**src/rtl/reg_dump_reader.sv**
```systemverilog
// reg_dump_reader: walks an inclusive register address range through one
// read port of the register file and streams each (index, data) pair out
// on a valid/ready interface. One beat per two cycles at most.
module reg_dump_reader #(
    parameter int W = 8,
    parameter int D = 3
) (
    input  logic         CLK,
    input  logic         Reset_n,
    input  logic         Dump_start,
    input  logic [D-1:0] Dump_lo,
    input  logic [D-1:0] Dump_hi,
    input  logic         Dump_abort,
    output logic         Dump_busy,
    output logic         Dump_done,
    output logic [D-1:0] Reg_read_address,
    input  logic [W-1:0] Reg_read_data,
    output logic         Out_valid,
    input  logic         Out_ready,
    output logic [D-1:0] Out_index,
    output logic [W-1:0] Out_data
);

    typedef enum logic [1:0] {
        IDLE  = 2'd0,
        FETCH = 2'd1,
        SEND  = 2'd2,
        DONE  = 2'd3
    } state_e;

    state_e         state_q, state_d;
    logic [D-1:0]   cnt_q, cnt_d;
    logic [D-1:0]   hi_q, hi_d;
    logic           valid_q, valid_d;
    logic [D-1:0]   index_q, index_d;
    logic [W-1:0]   data_q, data_d;
    logic           busy_q, busy_d;
    logic           done_q, done_d;

    // Next-state and registered-output computation.
    // The counter itself holds the latched low bound; only hi needs its own flop.
    always_comb begin
        state_d = state_q;
        cnt_d   = cnt_q;
        hi_d    = hi_q;
        valid_d = valid_q;
        index_d = index_q;
        data_d  = data_q;

        unique case (state_q)
            IDLE: begin
                if (Dump_start) begin
                    hi_d    = Dump_hi;
                    cnt_d   = Dump_lo;
                    state_d = (Dump_lo <= Dump_hi) ? FETCH : DONE;
                end
            end
            FETCH: begin
                data_d  = Reg_read_data;
                index_d = cnt_q;
                valid_d = 1'b1;
                state_d = SEND;
            end
            SEND: begin
                if (valid_q && Out_ready) begin
                    valid_d = 1'b0;
                    if (cnt_q == hi_q) begin
                        state_d = DONE;
                    end else begin
                        cnt_d   = cnt_q + D'(1);
                        state_d = FETCH;
                    end
                end
            end
            DONE: begin
                state_d = IDLE;
            end
            default: begin
                state_d = IDLE;
            end
        endcase

        // Abort overrides any handshake or counter step taken above.
        if (Dump_abort && (state_q != IDLE)) begin
            state_d = IDLE;
            valid_d = 1'b0;
            cnt_d   = cnt_q;
        end

        busy_d = (state_d != IDLE);
        done_d = (state_d == DONE);
    end

    // State and output registers, cleared asynchronously.
    always_ff @(posedge CLK or negedge Reset_n) begin
        if (!Reset_n) begin
            state_q <= IDLE;
            cnt_q   <= '0;
            hi_q    <= '0;
            valid_q <= 1'b0;
            index_q <= '0;
            data_q  <= '0;
            busy_q  <= 1'b0;
            done_q  <= 1'b0;
        end else begin
            state_q <= state_d;
            cnt_q   <= cnt_d;
            hi_q    <= hi_d;
            valid_q <= valid_d;
            index_q <= index_d;
            data_q  <= data_d;
            busy_q  <= busy_d;
            done_q  <= done_d;
        end
    end

    assign Reg_read_address = cnt_q;
    assign Out_valid        = valid_q;
    assign Out_index        = index_q;
    assign Out_data         = data_q;
    assign Dump_busy        = busy_q;
    assign Dump_done        = done_q;

endmodule

```
**config.mk**
```make
export PLATFORM = sky130hd
export DESIGN_NAME = reg_dump_reader
export DESIGN_NICKNAME = d
export VERILOG_FILES = /design/src/rtl/reg_dump_reader.sv
export SDC_FILE = /design/constraint.sdc
export NUM_CORES = 1
export LEC_CHECK = 0
export CORE_UTILIZATION = 44
export DETAILED_ROUTE_END_ITERATION = 12
export HOLD_SLACK_MARGIN = 0.08
export PLACE_DENSITY = 0.81
export SLEW_MARGIN = 30
export SYNTH_ARGS = -nofsm -noshare
export SYNTH_HDL_FRONTEND = slang
export SYNTH_SLANG_ARGS = --single-unit
```
**constraint.sdc**
```tcl
create_clock -name CLK -period 1.9 [get_ports CLK]
set_clock_uncertainty 0.05 [all_clocks]
set_input_delay 0.285 -clock CLK [delete_from_list [all_inputs] [get_ports CLK]]
set_output_delay 0.285 -clock CLK [all_outputs]
set_load 0.01 [all_outputs]
```
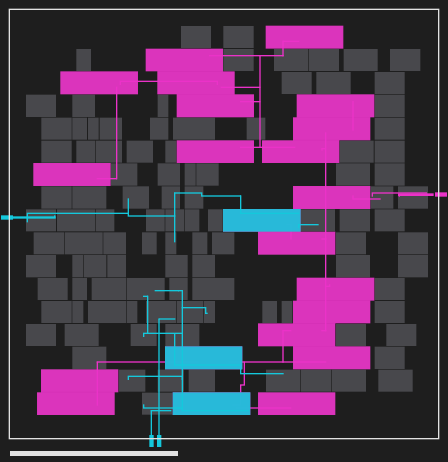
Fig. 1. Nets reached from selected ports (run 1).
The bar under the picture is 20 µm long.
legend:
  cyan:
    port: `Reg_read_address`
    bits: 3
    direction: output
    edge: 2 south, 1 west
    end_cells: 3
    buffers: 3
    wire: 141 µm
  magenta:
    port: `Reset_n`
    bits: 1
    direction: input
    edge: east
    end_cells: 22
    buffers: 2
    wire: 154 µm

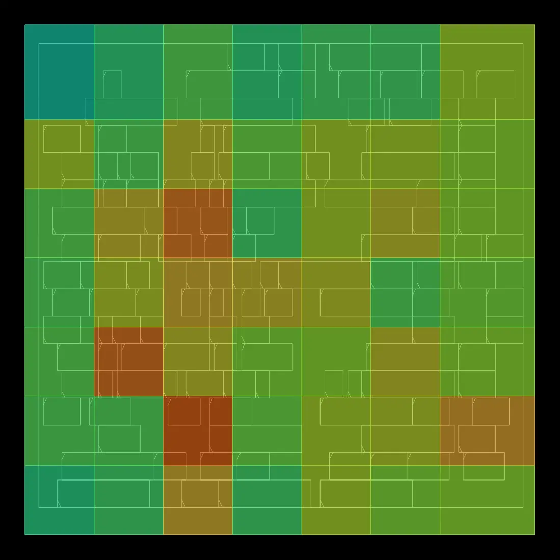
Fig. 2. Track usage over the die (run 1).
Finished Core Util: 66.1%
GRT busiest layer: met2
met3 Use GR: 3.27%
grt met2 use: 30.0%

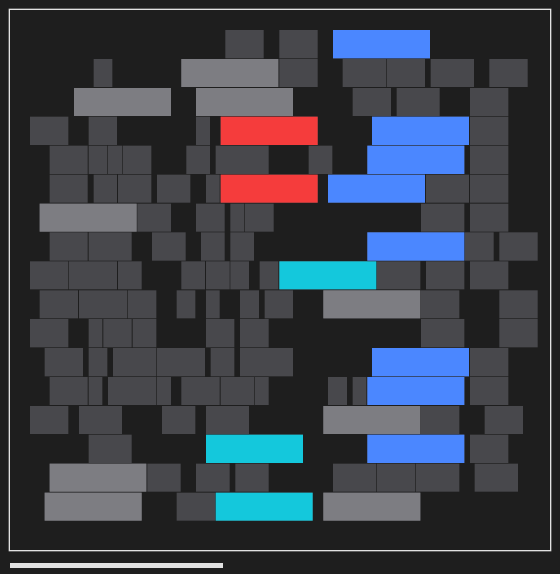
Fig. 3. Sequential cells grouped by signal name (run 1).
The bar under the picture is 20 µm long. Other sequential cells in the stronger grey, the rest of the logic in the fainter grey.
legend:
  blue:
    netlist_name: `Out_data`
    flops: 8
  red:
    netlist_name: `state_q`
    flops: 2
  cyan:
    netlist_name: `Reg_read_address`
    flops: 3
not coloured: 9

==> results.txt, run 1 <==
Implementation progress

In the post-route analysis, the smallest setup slack over all paths is 211 ps. Buffers inserted during clock tree synthesis total 3. For reference, XOR and XNOR gates occupy 2.51% of the area reported after synthesis.

The synthesized design spends more area on one cell type than any other, namely sky130_fd_sc_hd__dfrtp_1. By area the synthesized netlist is led by sky130_fd_sc_hd__dfrtp_1 (53%), sky130_fd_sc_hd__mux2_1 (14%), sky130_fd_sc_hd__ha_1 (4.8%). The synthesized netlist handed to floorplanning was reported with a cell count of 86. The synthesis-to-layout area growth stands at 40.8%. The post-cts sizing count stands at 0. The fraction of cell area in multi-input combinational cells is reported as 31.6%.

At the worst endpoint, the arrival time is 1830 ps. The first global-routing pass estimated 3230 µm of wire. The script reports the combined buffer and inverter count of the critical path as 2. Per the Yosys statistics, synthesis produced 86 cells. The completed layout was analyzed and its total power is 2.20 mW.

The commonest cells after synthesis are sky130_fd_sc_hd__dfrtp_1 (22), sky130_fd_sc_hd__mux2_1 (13), sky130_fd_sc_hd__inv_1 (5). Per STA, the startpoint of the critical path is Dump_hi[1]. The fraction of the yosys area taken by sequential cells stands at 52.5%.

The hold slack stands at 281 ps. The cell sitting at the root of the clock tree is a sky130_fd_sc_hd__clkbuf_4. Checking hold timing, the worst path is listed with class input pin to async pin. The final tally of max-slew violations stands at 0. The area occupied by multi-input gates stands at 467 µm².

The DRC violations left stands at 0. The most common logic cells in the final layout are sky130_fd_sc_hd__clkdlybuf4s50_1 (35), sky130_fd_sc_hd__dfrtp_1 (22), sky130_fd_sc_hd__mux2_1 (13). For reference, the critical path cell chain is clkdlybuf4s50_1 > inv_1 > ha_1 > nor2b_1 > o21a_1 > o211ai_1 > a22o_1 > nand2_1.

The initial antenna violation count came to 0. The average instance in the mapped netlist occupies 12.2 µm². The run finished with clean final reports.

In this run the maximum-capacitance check reported violations numbering 0. The total non-filler cell area in the finished layout stands at 1480 µm². The clock buffer count in the final layout stands at 4.

The depth of the CTS H-tree stands at 1. The number of placed instances, taps included, is 149. The share of total power in combinational logic stands at 48.9%.

Of the total power, the share spent switching nets is 33.5%. After detailed routing, the number of vias per cell comes to 5.03. For this run, asynchronously set or reset flops after synthesis account for 100%.

The number of clock sinks came to 22. In this run the core area contains 17 standard-cell rows. Max fanout on the critical path was recorded as 3.

The post-CTS setup buffer count stands at 0. The count of nets left with antenna violations once routing finished came out at 0. In the synthesized netlist, the dominant kind of combinational cell is multiplexers. Power attributed to sequential cells is 879 µW. The count of non-CTS inverters in the layout stands at 6. Per the timing report, the most critical flop-to-flop path finishes at Reg_read_address[1]. The tool warning count stands at 26.

The die is 50.8 µm tall. The first-pass detailed-route iteration total stands at 2. RePlAce ended its routability-driven mode at a weighted congestion of 0.802.

The number of enable flip-flop cells stands at 0. The final hold violation count recorded for this run is 0. For this design, the slowest cell found on the critical path is sky130_fd_sc_hd__clkdlybuf4s50_1. The via count of the first global-routing pass is 770. The core footprint stands at 2230 µm². For this run, the number of Yosys warnings is 0.

The floorplan-stage core utilization stands at 46.9%. The setup TNS after final layout stands at 0 ps. In this run the cell area of the synthesized design comes to 1050 µm².

Per the summary, power density relative to cell area is 1490 nW/µm². After the first detailed-routing iteration, the DRC count stood at 3. The number of multi-input logic gates stands at 56.

Counting only logic cells after layout, the most numerous master is sky130_fd_sc_hd__clkdlybuf4s50_1. Per the synthesis report, the adder-cell share of the synthesized area is 4.77%. In the power breakdown, the biggest contributor is combinational cells. The post-synthesis share of cell area spent on and-or and or-and gates stands at 9.07%. 0 antenna diodes ended up in the layout. Setup repair after global routing left no endpoint under its margin.
Fig. 4: run 1, selected gate families
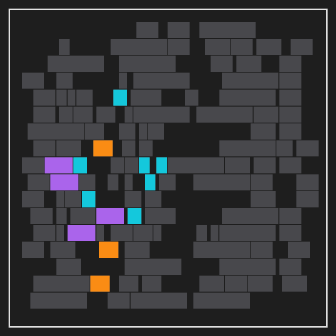

==> run 2: changes to the inputs <==
==> constraint.sdc (replaced) <==
create_clock -name CLK -period 1.9 [get_ports CLK]
set_clock_uncertainty 0.05 [all_clocks]
set_input_delay 0.38 -clock CLK [delete_from_list [all_inputs] [get_ports CLK]]
set_output_delay 0.38 -clock CLK [all_outputs]
set_load 0.01 [all_outputs]
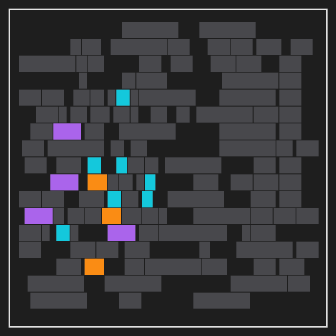
Fig. 5. Selected gate families (run 2).
legend:
  cyan:
    family: nor cells
    cells: 7
  purple:
    family: fa/ha/maj cells
    cells: 4
    where: west
  orange:
    family: xor and xnor cells
    cells: 3

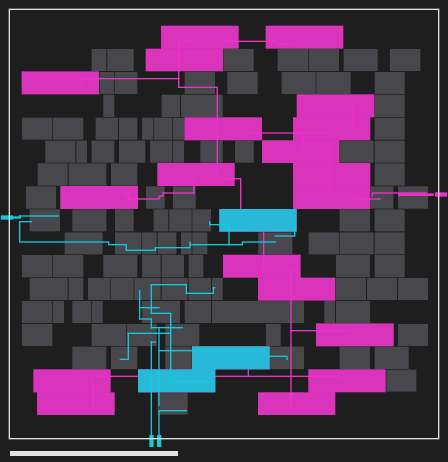
Fig. 6. Nets reached from selected ports (run 2).
The bar under the picture is 20 µm long.
count of buffers inserted at the top-level ports: 35
I/O pin cnt: 36

==> results.txt, run 2 <==
Implementation progress

The tally of yosys warning messages came to 0 (unchanged). The tool warning count stands at 26 (unchanged). The number of multi-input logic gates came to 56 (unchanged). The largest part of the power goes to combinational cells. The maximum fanout encountered on the critical timing path is 3 (unchanged). The tally of max-capacitance violations was 0 (unchanged). The number of enable flip-flop cells is 0 (unchanged).

Static timing analysis puts the maximum clock frequency at 560 MHz. The total non-filler cell area in the finished layout came to 1510 µm² (+2.1%). Note that the worst hold path type here is input pin to async pin. In the synthesized netlist, the dominant kind of combinational cell is multiplexers.

The post-route core utilization came to 67.5% (+1.4 points). The cell count after synthesis came to 86 (unchanged). The share of total power in combinational logic was 47.2% (-1.7 points). After Yosys synthesis, and, or, nand and nor cells account for 12.1% of the synthesized area. The total clock buffers created by CTS stands at 3 (unchanged). The combinational share of cell area came to 31.0% (-0.66 points). The synthesis report lists the most area-consuming cells as sky130_fd_sc_hd__dfrtp_1 (53%), sky130_fd_sc_hd__mux2_1 (14%), sky130_fd_sc_hd__ha_1 (4.8%). The via density per instance stands at 5.28 (+5.0%).

The number of buffers and inverters on the critical path is 2 (unchanged). The sink count of the clock tree stands at 22 (unchanged). The hold slack stands at 359 ps (+77.9 ps). The number of violations reported at the end of detailed-routing iteration 0 is 9 (+6). On the critical path the largest part of the delay comes from AND-OR/OR-AND gates. The fraction of synthesis flops using an asynchronous set or reset pin stands at 100% (unchanged). The count of non-CTS inverters in the layout was 6 (unchanged).

The flow ran to the end, and the final reports show no timing, DRC or antenna violations. The met2 capacity usage during global routing stands at 31.6% (+1.6 points). The average cell area after synthesis stands at 12.2 µm² (unchanged). The post-synthesis share of cell area spent on and-or and or-and gates was 9.07% (unchanged). The depth of the CTS H-tree was 1 (unchanged).

In the setup report, the worst path falls into the class input pin to register. The pin slew with the least headroom to its limit stands at 549 ps. The report lists the cells along the critical path as clkdlybuf4s50_1 > inv_1 > ha_1 > nor2b_1 > o21a_1 > o211ai_1 > a22o_1 > nand2_1. All stages included, the depth of the critical timing path comes to 8. The top cell type in the final layout, fill and taps aside, is sky130_fd_sc_hd__clkdlybuf4s50_1. Setup repair after global routing left no endpoint under its margin. In the final layout, the share of cells above drive strength 1 is 11.8%. The power per standard cell area stands at 1540 nW/µm² (+3.8%). STA classifies the critical path endpoint as a register. The via count of the first global-routing pass stands at 811 (+5.3%). The data arrival time of the worst path is 1940 ps (+110 ps). The initial antenna violation count stands at 0 (unchanged). The final tally of max-slew violations stands at 0 (unchanged). The total power stands at 2.33 mW (+6.0%). The adder-cell share of the synthesized area stands at 4.77% (unchanged).

The first-pass detailed-route iteration total stands at 4 (+2). The count of standard-cell rows was 17 (unchanged). STA lists the endpoint of the worst register-to-register path as Reg_read_address[1]. For this design, the slowest cell found on the critical path is sky130_fd_sc_hd__clkdlybuf4s50_1. The minimum setup slack in the final design stands at 113 ps (-98.8 ps). The die width stands at 50.8 µm. The post-cts sizing count is 0 (unchanged). The post-CTS setup buffer count is 0 (unchanged). The fraction of power spent switching nets was 32.8% (-0.66 points). The floorplan-stage core utilization stands at 46.9% (unchanged). The number of cells in Yosys stat is 86 (unchanged). In the final report, the number of endpoints failing setup comes to 0. Global routing put the most usage on met2.

The count of antenna-violating nets left after detailed routing came to 0 (unchanged). By area, flip-flops and latches come first. The number of endpoints with negative hold slack in the final report is 0 (unchanged). The wire length of the first global-routing pass stands at 3410 µm (+5.5%). The post-synthesis xor/xnor area fraction was 2.51% (unchanged). Clock tree synthesis selected as its root buffer the cell sky130_fd_sc_hd__clkbuf_4.

The routing usage on met3 stands at 3.57% (+0.30 points). The antenna diode count was 0 (unchanged). OpenSTA lists the critical path startpoint as Dump_hi[1]. The die outline height is 50.8 µm (unchanged). The clock buffer count in the final layout stands at 3 (-1). The total placed cells including tap cells stands at 151 (+1.3%). By instance count after routing, the leading logic cell types are sky130_fd_sc_hd__clkdlybuf4s50_1 (35), sky130_fd_sc_hd__dfrtp_1 (22), sky130_fd_sc_hd__mux2_1 (13).

In this run the layout overhead on the synthesized area is reported as 43.8%. The setup TNS after final layout stands at 0 ps (unchanged). Sorting the Yosys area breakdown by cell type puts at the top sky130_fd_sc_hd__dfrtp_1.

The core footprint is 2230 µm² (unchanged). The sequential group power was 882 µW (about the same).
==> run 3: changes to the inputs <==
--- a/config.mk
+++ b/config.mk
@@ -5,6 +5,7 @@
 export SDC_FILE = /design/constraint.sdc
 export NUM_CORES = 1
 export LEC_CHECK = 0
+export CAP_MARGIN = 5
 export CORE_UTILIZATION = 44
 export DETAILED_ROUTE_END_ITERATION = 12
 export HOLD_SLACK_MARGIN = 0.08
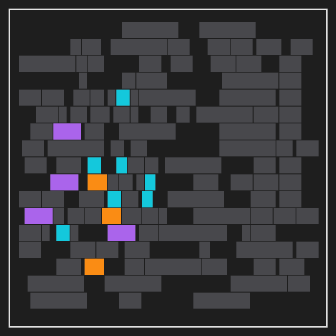
Fig. 7. Selected gate families (run 3).
legend:
  cyan:
    family: nor cells
    cells: 7
  purple:
    family: fa/ha/maj cells
    cells: 4
    where: west
  orange:
    family: xor and xnor cells
    cells: 3

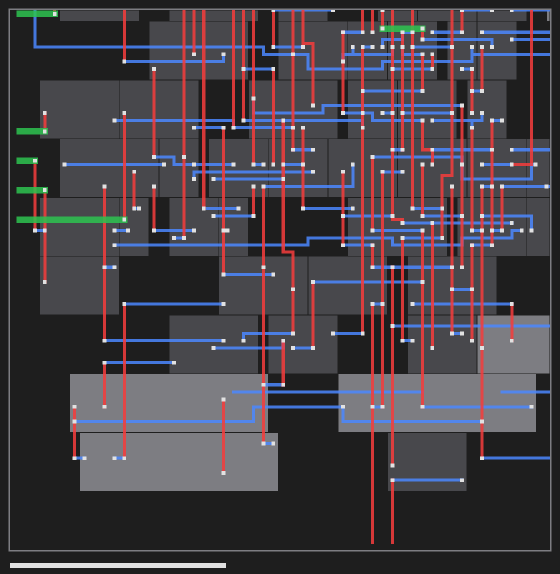
Fig. 8. Close-up of the layout (run 3).
The bar under the picture is 10 µm long. Window x 0 to 25, y 0 to 25 µm. Cells in grey, sequential cells in the stronger grey; small squares are vias.
legend:
  red:
    layer: metal 2
  green:
    layer: metal 3
  blue:
    layer: metal 1
cells with their middle in the window: 37
netlist names of flops here include: `hi_q` (2), `Reg_read_address` (1)
most frequent: clkdlybuf4s50_1 (6), mux2_1 (4)
sequential cells in the window: 3

==> results.txt, run 3 <==
Implementation progress

The run finished with clean final reports. Per STA, the worst path is made up of clkdlybuf4s50_1 > inv_1 > ha_1 > nor2b_1 > o21a_1 > o211ai_1 > a22o_1 > nand2_1. For reference, the top logic cell family by area is multiplexers.

The wire length of the first global-routing pass is 3410 µm (unchanged). The count of standard-cell rows is 17 (unchanged). The critical path in this run is classified as input pin to register. The antenna diode count stands at 0 (unchanged). In the layout the commonest cells are sky130_fd_sc_hd__clkdlybuf4s50_1 (35), sky130_fd_sc_hd__dfrtp_1 (22), sky130_fd_sc_hd__mux2_1 (13).

The total non-filler cell area in the finished layout came to 1510 µm² (unchanged). The tally of max-capacitance violations stands at 0 (unchanged). The met2 capacity usage during global routing is 31.6% (unchanged). The count of non-CTS inverters in the layout stands at 6 (unchanged). The adder-cell share of the synthesized area came to 4.77% (unchanged).

The achievable frequency stands at 560 MHz (unchanged). The largest total area in the synthesized netlist belongs to sky130_fd_sc_hd__dfrtp_1. The final tally of max-slew violations is 0 (unchanged).

The total clock buffers created by CTS was 3 (unchanged). The number of endpoints failing setup at the final stage is 0 (unchanged). The sink count of the clock tree was 22 (unchanged). The cell count after synthesis stands at 86 (unchanged).

The post-CTS setup buffer count stands at 0 (unchanged). The sequential group power stands at 882 µW (about the same). The combinational share of cell area was 31.0% (unchanged). The fraction of synthesis flops using an asynchronous set or reset pin stands at 100% (unchanged). The post-cts sizing count came to 0 (unchanged). The depth of the CTS H-tree came to 1 (unchanged). The layout cell share with drive strength beyond 1 came to 11.8% (unchanged). The pin slew with the least headroom to its limit came to 549 ps (unchanged).

The tool warning count stands at 26 (unchanged). The number of endpoints with negative hold slack in the final report was 0 (unchanged). Per the STA report, the cell with the highest stage delay on the worst path is sky130_fd_sc_hd__clkdlybuf4s50_1. The worst setup path is captured at a register.

The library cell used most frequently in the layout, excluding fill and tap cells, is sky130_fd_sc_hd__clkdlybuf4s50_1. The number of buffers and inverters on the critical path stands at 2 (unchanged). The type recorded for the worst min-delay path is input pin to async pin.

The core footprint stands at 2230 µm² (unchanged). The total placed cells including tap cells stands at 151 (unchanged). The global routing stage identified its most utilized layer as met2.

The post-route core utilization stands at 67.5% (unchanged). The total power stands at 2.33 mW (unchanged). The initial antenna violation count stands at 0 (unchanged). The number of cells in Yosys stat was 86 (unchanged). The number of multi-input logic gates came to 56 (unchanged). The post-synthesis xor/xnor area fraction was 2.51% (unchanged). The main area contributors are sky130_fd_sc_hd__dfrtp_1 (53%), sky130_fd_sc_hd__mux2_1 (14%), sky130_fd_sc_hd__ha_1 (4.8%).

Once placement finished, the instance area stood at 1460 µm². The share of total power in combinational logic was 47.2% (about the same). The die outline height came to 50.8 µm (unchanged). The data arrival time of the worst path stands at 1940 ps (about the same). The I/O pin total stands at 36 (unchanged).

The average cell area after synthesis stands at 12.2 µm² (unchanged). The via density per instance stands at 5.28 (unchanged). The post-synthesis share of cell area spent on and-or and or-and gates is 9.07% (unchanged).

The number of enable flip-flop cells is 0 (unchanged). The instance count on the critical path is 8 (unchanged). The number of violations reported at the end of detailed-routing iteration 0 was 9 (unchanged). The setup TNS after final layout stands at 0 ps (unchanged).
Power figures rest on the tool's default switching activity, not on a simulated workload.
